==> images/pinout.png <==
Drawn at 3 px/um. Pins as bars across the die edge, other pins in grey.
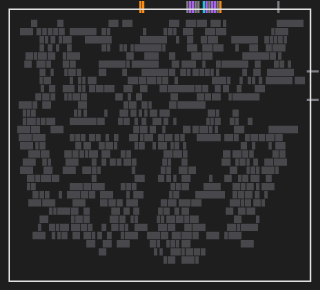
==> images/layers.png <==
Drawn at 4 px/um.
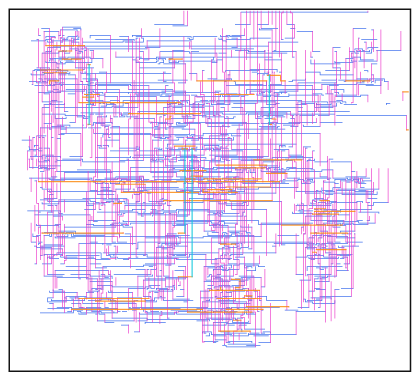
==> images/congestion_map.png <==
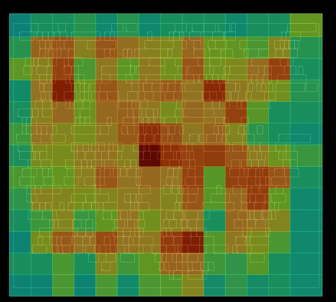
`config.mk`:
```
export PLATFORM = sky130hd
export DESIGN_NAME = rr_arbiter_hold_flat
export DESIGN_NICKNAME = d
export VERILOG_FILES = /design/src/rtl/arbiter_pkg.sv /design/src/rtl/rr_arbiter_hold_if.sv /design/src/rtl/rr_pick.sv /design/src/rtl/rr_arbiter_hold.sv /design/src/flat_wrapper.sv
export SDC_FILE = /design/constraint.sdc
export NUM_CORES = 1
export LEC_CHECK = 0
export CAP_MARGIN = 20
export CORE_ASPECT_RATIO = 0.9
export CORE_MARGIN = 1
export CORE_UTILIZATION = 40
export CTS_CLUSTER_DIAMETER = 100
export DETAILED_ROUTE_END_ITERATION = 10
export PLACE_DENSITY_LB_ADDON = 0.12
export SLEW_MARGIN = 30
export SYNTH_ARGS = -nofsm -noshare
export SYNTH_HDL_FRONTEND = slang
export SYNTH_SLANG_ARGS = --single-unit
```
`constraint.sdc`:
```
create_clock -name clk -period 7.7 [get_ports clk]
set_input_delay 0.77 -clock clk [delete_from_list [all_inputs] [get_ports clk]]
set_output_delay 0.77 -clock clk [all_outputs]
set_load 0.05 [all_outputs]
```
`src/rtl/arbiter_pkg.sv`:
```
// Shared definitions for the round-robin crossbar arbiters.
// Port indices, FSM state type and one-hot helpers.
package arbiter_pkg;

  localparam int PORT_L = 0;
  localparam int PORT_N = 1;
  localparam int PORT_E = 2;
  localparam int PORT_S = 3;
  localparam int PORT_W = 4;

  typedef enum logic {
    IDLE  = 1'b0,
    OWNED = 1'b1
  } arb_state_t;

  function automatic logic [31:0] onehot2bin(
    input logic [31:0] oh
  );
    logic [31:0] b;
    b = '0;
    for (int i = 0; i < 32; i++)
      if (oh[i]) b = b | 32'(i);
    return b;
  endfunction

endpackage

```
`src/rtl/rr_arbiter_hold_if.sv`:
```
// Request/grant bundle between requesters and one arbiter.
// master = requester side, slave = arbiter side.
interface rr_arbiter_hold_if #(
  parameter int NUM_PORTS = 5,
  parameter int ID_W      = 3
);

  logic [NUM_PORTS-1:0] req;
  logic [NUM_PORTS-1:0] grant;
  logic                 grant_valid;
  logic [ID_W-1:0]      grant_id;
  logic                 preempt;

  modport master (
    output req,
    input  grant,
    input  grant_valid,
    input  grant_id,
    input  preempt
  );

  modport slave (
    input  req,
    output grant,
    output grant_valid,
    output grant_id,
    output preempt
  );

endinterface

```
`src/rtl/rr_pick.sv`:
```
// Rotating-priority search: first set bit of mask
// starting at last+1 and wrapping back to last.
module rr_pick
  import arbiter_pkg::*;
#(
  parameter int NUM_PORTS = 5,
  parameter int ID_W      = 3
) (
  input  logic [NUM_PORTS-1:0] i_mask,
  input  logic [ID_W-1:0]      i_last,
  output logic [NUM_PORTS-1:0] o_winner,
  output logic [ID_W-1:0]      o_win_id
);

  logic [NUM_PORTS-1:0] w_win;
  logic                 w_found;
  int                   w_j;

  always_comb begin
    w_win   = '0;
    w_found = 1'b0;
    w_j     = 0;
    for (int k = 1; k <= NUM_PORTS; k++) begin
      w_j = (int'(i_last) + k) % NUM_PORTS;
      if (!w_found && i_mask[w_j]) begin
        w_found    = 1'b1;
        w_win[w_j] = 1'b1;
      end
    end
  end

  assign o_winner = w_win;
  assign o_win_id = ID_W'(onehot2bin(32'(w_win)));

endmodule

```
`src/rtl/rr_arbiter_hold.sv`:
```
// Round-robin arbiter with wormhole grant lock and an
// optional hold limit that forces rotation under contention.
module rr_arbiter_hold
  import arbiter_pkg::*;
#(
  parameter int NUM_PORTS = 5,
  parameter int MAX_HOLD  = 16,
  parameter int ID_W      = (NUM_PORTS > 1) ? $clog2(NUM_PORTS) : 1
) (
  input  logic clk,
  input  logic reset,
  rr_arbiter_hold_if.slave bus
);

  localparam int HW = (MAX_HOLD > 1) ? $clog2(MAX_HOLD + 1) : 1;
  localparam logic [HW-1:0] HOLD_MAX = HW'(MAX_HOLD);
  localparam logic [ID_W-1:0] LAST_RST = ID_W'(NUM_PORTS - 1);

  arb_state_t           r_state, w_state_nxt;
  logic [NUM_PORTS-1:0] r_grant, w_grant_nxt;
  logic [ID_W-1:0]      r_id, w_id_nxt;
  logic [ID_W-1:0]      r_last, w_last_nxt;
  logic [HW-1:0]        r_hold, w_hold_nxt;
  logic                 r_pre, w_pre_nxt;

  logic [NUM_PORTS-1:0] w_mask, w_win;
  logic [ID_W-1:0]      w_win_id;
  logic                 w_own_req, w_others;
  logic                 w_limit, w_keep;

  // The owner bit is masked so a forced rotation never re-picks it;
  // on a voluntary release that bit is already low.
  assign w_mask    = bus.req & ~r_grant;
  assign w_own_req = |(bus.req & r_grant);
  assign w_others  = |w_mask;
  assign w_limit   = (MAX_HOLD != 0) && (r_hold >= HOLD_MAX);
  assign w_keep    = w_own_req && !(w_limit && w_others);

  rr_pick #(
    .NUM_PORTS (NUM_PORTS),
    .ID_W      (ID_W)
  ) u_pick (
    .i_mask   (w_mask),
    .i_last   (r_last),
    .o_winner (w_win),
    .o_win_id (w_win_id)
  );

  always_ff @(posedge clk or posedge reset) begin
    if (reset) begin
      r_state <= IDLE;
      r_grant <= '0;
      r_id    <= '0;
      r_last  <= LAST_RST;
      r_hold  <= '0;
      r_pre   <= 1'b0;
    end else begin
      r_state <= w_state_nxt;
      r_grant <= w_grant_nxt;
      r_id    <= w_id_nxt;
      r_last  <= w_last_nxt;
      r_hold  <= w_hold_nxt;
      r_pre   <= w_pre_nxt;
    end
  end

  always_comb begin
    w_state_nxt = r_state;
    unique case (r_state)
      IDLE:
        if (|bus.req) w_state_nxt = OWNED;
      OWNED:
        if (!w_keep && !w_others) w_state_nxt = IDLE;
      default: w_state_nxt = IDLE;
    endcase
  end

  always_comb begin
    w_grant_nxt = r_grant;
    w_id_nxt    = r_id;
    w_last_nxt  = r_last;
    w_hold_nxt  = r_hold;
    w_pre_nxt   = 1'b0;
    unique case (r_state)
      IDLE: begin
        if (|bus.req) begin
          w_grant_nxt = w_win;
          w_id_nxt    = w_win_id;
          w_last_nxt  = w_win_id;
          w_hold_nxt  = HW'(1);
        end
      end
      OWNED: begin
        if (w_keep) begin
          if (MAX_HOLD != 0 && r_hold < HOLD_MAX)
            w_hold_nxt = r_hold + HW'(1);
        end else if (w_others) begin
          w_grant_nxt = w_win;
          w_id_nxt    = w_win_id;
          w_last_nxt  = w_win_id;
          w_hold_nxt  = HW'(1);
          w_pre_nxt   = w_own_req;
        end else begin
          w_grant_nxt = '0;
          w_id_nxt    = '0;
        end
      end
      default: begin
        w_grant_nxt = '0;
        w_id_nxt    = '0;
      end
    endcase
  end

  assign bus.grant       = r_grant;
  assign bus.grant_valid = |r_grant;
  assign bus.grant_id    = r_id;
  assign bus.preempt     = r_pre;

endmodule

```
`src/flat_wrapper.sv`:
```
// flat-port wrapper written by rule: the top's interface ports become plain ports
module rr_arbiter_hold_flat import arbiter_pkg::*;
#(
  parameter int NUM_PORTS = 5,
  parameter int MAX_HOLD  = 16,
  parameter int ID_W      = (NUM_PORTS > 1) ? $clog2(NUM_PORTS) : 1
)
  (clk, reset, bus_req, bus_grant, bus_grant_valid, bus_grant_id, bus_preempt);
  rr_arbiter_hold_if #(.NUM_PORTS(NUM_PORTS), .ID_W(ID_W)) bus_i ();
  input  logic clk;
  input  logic reset;
  input wire logic [$bits(bus_i.req)-1:0] bus_req;
  output wire logic [$bits(bus_i.grant)-1:0] bus_grant;
  output wire logic [$bits(bus_i.grant_valid)-1:0] bus_grant_valid;
  output wire logic [$bits(bus_i.grant_id)-1:0] bus_grant_id;
  output wire logic [$bits(bus_i.preempt)-1:0] bus_preempt;
  assign bus_i.req = bus_req;
  assign bus_grant = bus_i.grant;
  assign bus_grant_valid = bus_i.grant_valid;
  assign bus_grant_id = bus_i.grant_id;
  assign bus_preempt = bus_i.preempt;
  rr_arbiter_hold #(.NUM_PORTS(NUM_PORTS), .MAX_HOLD(MAX_HOLD), .ID_W(ID_W)) u_core (.clk(clk), .reset(reset), .bus(bus_i));
endmodule
```
==> flow_metrics.env <==
# implementation run metrics
export IMPL_holdCritPathClass="reg -> reg"
export IMPL_grt_met1_usage_pct=33.0
export IMPL_syn_mean_instance_area_um2=7.16
export IMPL_first_iter_violations=346
export IMPL_flop_cell="sky130_fd_sc_hd__dfrtp_1"
export IMPL_tap_cell_count=115
export IMPL_top_cells_by_area="sky130_fd_sc_hd__ha_1 13%, sky130_fd_sc_hd__dfrtp_1 12%, sky130_fd_sc_hd__nand2_1 6.3%"
export IMPL_yosys_register_bits=17
export IMPL_maxCapViolations=0
export IMPL_seq_area_share_pct=11.4
export IMPL_hold_path_endpoint="u_core.bus.grant_id[1]"
export IMPL_crit_start="u_core.r_last[1]"
export IMPL_synth_top_cell_by_area="sky130_fd_sc_hd__ha_1"
export IMPL_outcome="finished, final reports clean"
export IMPL_grt_overflow=0
export IMPL_timing_critical_path_depth=17
export IMPL_timing_critical_path_cells="clkinv_1, ha_1, buf_4, clkinv_1, ha_1, or2_2, o211ai_1, nand2_1, ha_1, nand2b_1, a32oi_4, a21o_1, and2_1, mux4_2, or4_1, a21o_1, o211ai_1"
export IMPL_ys_types=78
export IMPL_worstHoldPathCells=2
export IMPL_postCtsSetupBuffers=0
export IMPL_routed_wire_length_um=10300
export IMPL_antenna_diode_count=0
export IMPL_placeableCoreArea_um2=8220
export IMPL_worst_r2r_cell_count=17
export IMPL_die_y_um=90.1
export IMPL_synth_adder_area_share_pct=12.7
export IMPL_max_slew_margin_pct=48.9
export IMPL_route_detailed_drc=0
export IMPL_initCoreUtil_pct=42.0
export IMPL_num_vias=3724
export IMPL_cell_count_after_synthesis=482
Back to the opening pictures, pinout.png:
`bus_grant_valid`: shown in cyan, pins 1, direction output, edge top. `bus_grant`: shown in purple, pins 5, direction output, edge top. `bus_grant_id`: shown in orange, pins 3, direction output, edge top.
All pins by edge: 15 top, 2 right.

Back to the opening pictures, layers.png:
M1: shown in blue, wire length 5,010 um. M4: shown in cyan, wire length 80.2 um. M3: shown in orange, wire length 567 um. M2: shown in magenta, wire length 4,640 um.

Back to the opening pictures, congestion_map.png:
average wire per standard cell: 17.2 um
Global Route met2 Usage: 37.8%
utilization after layout: 45.3%
GRT Resource Usage Total: 23.0%

